==> src/rtl/irq_source_conditioner.sv <==
// Interrupt source front end: synchronises raw device lines, applies per-source polarity and
// edge/level trigger mode, and holds edge requests pending until the serving core clears them.
module irq_source_conditioner #(
  parameter int unsigned NUM_SRC     = 32,
  parameter int unsigned SYNC_STAGES = 2,
  parameter int unsigned ID_W        = 5
) (
  input  logic               clk,
  input  logic               reset,
  input  logic [NUM_SRC-1:0] dev_irq,
  input  logic [NUM_SRC-1:0] polarity,
  input  logic [NUM_SRC-1:0] trig_mode,
  input  logic               clr_valid,
  input  logic [ID_W-1:0]    clr_id,
  input  logic               ovf_clr,
  output logic [NUM_SRC-1:0] irq,
  output logic [NUM_SRC-1:0] pend_ovf
);

  localparam int unsigned WarmW = $clog2(SYNC_STAGES + 2);
  localparam logic [WarmW-1:0] WarmInit = WarmW'(SYNC_STAGES + 1);

  logic [SYNC_STAGES-1:0][NUM_SRC-1:0] sync_q;
  logic [NUM_SRC-1:0] sync_s;
  logic [NUM_SRC-1:0] active_s;
  logic [NUM_SRC-1:0] active_q;
  logic [NUM_SRC-1:0] edge_s;
  logic [NUM_SRC-1:0] clr_hit;
  logic [NUM_SRC-1:0] irq_d, irq_q;
  logic [NUM_SRC-1:0] ovf_d, ovf_q;
  logic [WarmW-1:0]   warm_d, warm_q;
  logic               warm_done;

  always_ff @(posedge clk or posedge reset) begin
    if (reset) begin
      sync_q <= '0;
    end else begin
      sync_q[0] <= dev_irq;
      for (int s = 1; s < SYNC_STAGES; s++) begin
        sync_q[s] <= sync_q[s-1];
      end
    end
  end

  assign sync_s    = sync_q[SYNC_STAGES-1];
  assign active_s  = sync_s ^ polarity;
  assign warm_done = (warm_q == '0);

  // Inverted lines idle high while the synchroniser still holds reset zeros, so edges seen
  // before the chain has filled are not real and must be dropped.
  assign edge_s = active_s & ~active_q & {NUM_SRC{warm_done}};

  always_comb begin
    warm_d = warm_q;
    if (!warm_done) begin
      warm_d = warm_q - 1'b1;
    end
  end

  // Out-of-range clr_id matches no source, so it falls out of the decode naturally.
  always_comb begin
    clr_hit = '0;
    for (int i = 0; i < NUM_SRC; i++) begin
      clr_hit[i] = clr_valid && (clr_id == ID_W'(i));
    end
  end

  always_comb begin
    irq_d = '0;
    ovf_d = '0;
    for (int i = 0; i < NUM_SRC; i++) begin
      if (trig_mode[i]) begin
        irq_d[i] = edge_s[i] | (irq_q[i] & ~clr_hit[i]);
        ovf_d[i] = (ovf_q[i] & ~ovf_clr) | (edge_s[i] & irq_q[i] & ~clr_hit[i]);
      end else begin
        irq_d[i] = active_s[i];
        ovf_d[i] = ovf_q[i] & ~ovf_clr;
      end
    end
  end

  always_ff @(posedge clk or posedge reset) begin
    if (reset) begin
      active_q <= '0;
      irq_q    <= '0;
      ovf_q    <= '0;
      warm_q   <= WarmInit;
    end else begin
      active_q <= active_s;
      irq_q    <= irq_d;
      ovf_q    <= ovf_d;
      warm_q   <= warm_d;
    end
  end

  assign irq      = irq_q;
  assign pend_ovf = ovf_q;

endmodule

==> config.mk <==
export PLATFORM = sky130hd
export DESIGN_NAME = irq_source_conditioner
export DESIGN_NICKNAME = d
export VERILOG_FILES = /design/src/rtl/irq_source_conditioner.sv
export SDC_FILE = /design/constraint.sdc
export NUM_CORES = 1
export LEC_CHECK = 0
export ABC_AREA = 1
export CORE_ASPECT_RATIO = 0.8
export CORE_MARGIN = 2
export CORE_UTILIZATION = 30
export CTS_BUF_LIST = sky130_fd_sc_hd__clkbuf_4 sky130_fd_sc_hd__clkbuf_8 sky130_fd_sc_hd__clkbuf_16
export CTS_CLUSTER_SIZE = 24
export DETAILED_ROUTE_END_ITERATION = 12
export SYNTH_ARGS = -nofsm -noshare
export SYNTH_HDL_FRONTEND = slang
export SYNTH_SLANG_ARGS = --single-unit
==> constraint.sdc <==
create_clock -name clk -period 7.2 [get_ports clk]
set_input_delay 1.08 -clock clk [delete_from_list [all_inputs] [get_ports clk]]
set_output_delay 1.08 -clock clk [all_outputs]
set_load 0.01 [all_outputs]
metal_stack.png
Scale bar: 50 µm.
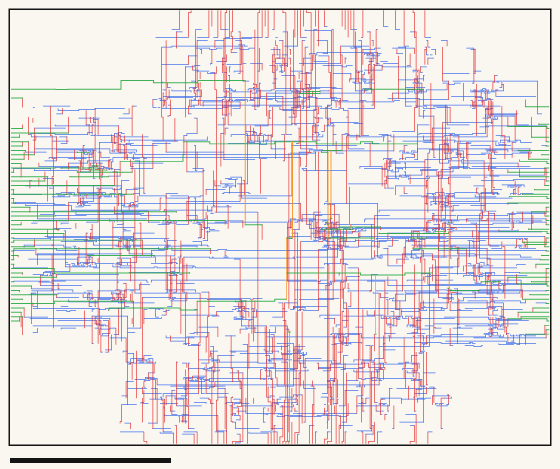
Orange shows met4, wire length 214 µm. Blue shows met1, wire length 7,880 µm. Green shows met3, wire length 1,380 µm. Red shows met2, wire length 6,700 µm.

gate_families.png
Scale bar: 50 µm.
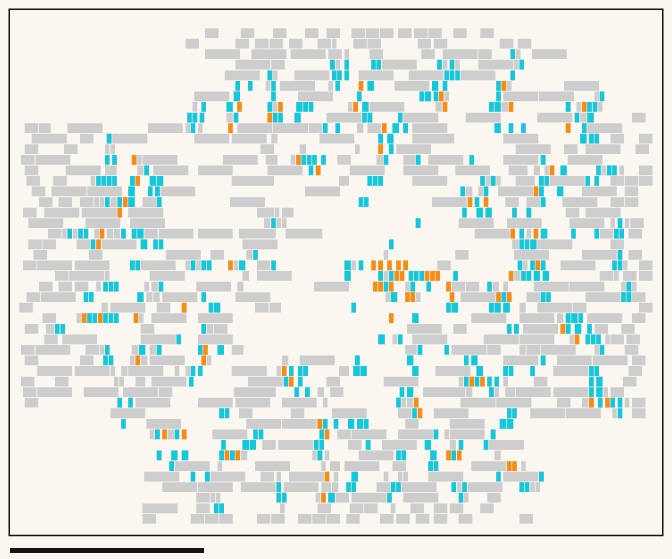
Cyan shows NAND gates, cells 339, most used nand2_1, where spread over the die. Orange shows NOR gates, cells 80, most used nor2_1, where spread over the die.

clock_map.png
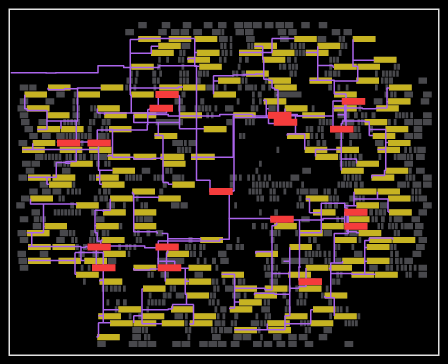
Purple shows clock wires, length 2,110 µm. Red shows cells driving clock nets, count 17. Yellow shows flip-flops, count 162.
There are 18 routed clock nets.

==> results.txt <==
yosys + openroad results -> first-pass GRT wire length=25,850 µm, Final setup viols=0, M2 GR Usage=21.37%, crit path DAT=3.08 ns, stage-log warning count=29, dominant delay contributor by cell family on the critical path=buffers and inverters, cell depth of the worst flop-to-flop path=6, register area=4056 µm², 1st-iter DRT viols=320, biggest area cells=dfrtp_1, nand2_1, inv_1, Critical-path top delay cell=buf_4, clock sink count=162, flop share of the area=44.84%, status=completed, crit end category=asynchronous set/reset pin, critical path class=input port to asynchronous set/reset pin, Final Non-Filler Cells=1,206, worst reg2reg path startpoint=warm_q[0], CTS tree=done, GRT Overall Usage=roughly 15%
cells by family (layout without fill, tap and decap cells):
logic type | after synthesis | after routing | synth area share, %
compound gates | 42 | 42 | 3.376
xor+xnor | 3 | 3 | 0.4075
fa+ha+maj | 1 | 1 | 0.1940
buf+inv | 117 | 308 | 7.392
flops | 162 | 162 | 62.90
other cells | 0 | 1 | 0
simple gates | 420 | 420 | 25.73
state kept, by name, indices dropped and copies added (netlist names):
signal / flops
active_q: 32
irq: 32
pend_ovf: 32
sync_q: 32
sync_s: 32
warm_q: 2
worst max path at each step:
stage,from,end,slack [ns],cells past startpoint
floorplan,reset,active_q[0],1.75,1
global placement,reset,pend_ovf[3],4.06,3
detailed placement,reset,pend_ovf[29],4.05,3
CTS,reset,sync_q[15],4.49,3
global route,reset,pend_ovf[29],4.28,3
finish,reset,active_q[5],4.58,3
placed cells by master (no fill, tap or decap), types with 2 or more instances in the layout:
cell type,count
nand2_1,275
clkdlybuf4s50_1,168
dfrtp_1,160
inv_1,104
nor2_1,80
nand3_1,64
o21ai_0,36
clkbuf_16,17
clkinv_2,4
bufinv_16,4
xnor2_1,3
o21ai_1,3
clkinv_4,3
a21boi_0,2
inv_6,2
clkbuf_8,2
buf_4,2
dfstp_2,2
through the flow:
step	util [%]	hold slack [ns]	setup slack (ns)	area, µm²
final	43.33	0.3464	4.584	9046
after global routing	43.32	0.3490	4.277	9044
after CTS	43.32	0.3492	4.492	9044
after detailed placement	40.28	0.3347	4.052	8408
after global placement	40.28	0.3318	4.065	8408
after floorplan	-	0.3312	1.747	6449
report_power, final:
group          leakage [nW]  switching (mW)  internal, mW
clock                 0.313           0.369         0.599
combinational          2.28           0.141         0.156
sequential             1.92          0.0399         0.980
total                  4.51           0.550          1.73
Power is estimated from default activity; no workload was simulated.
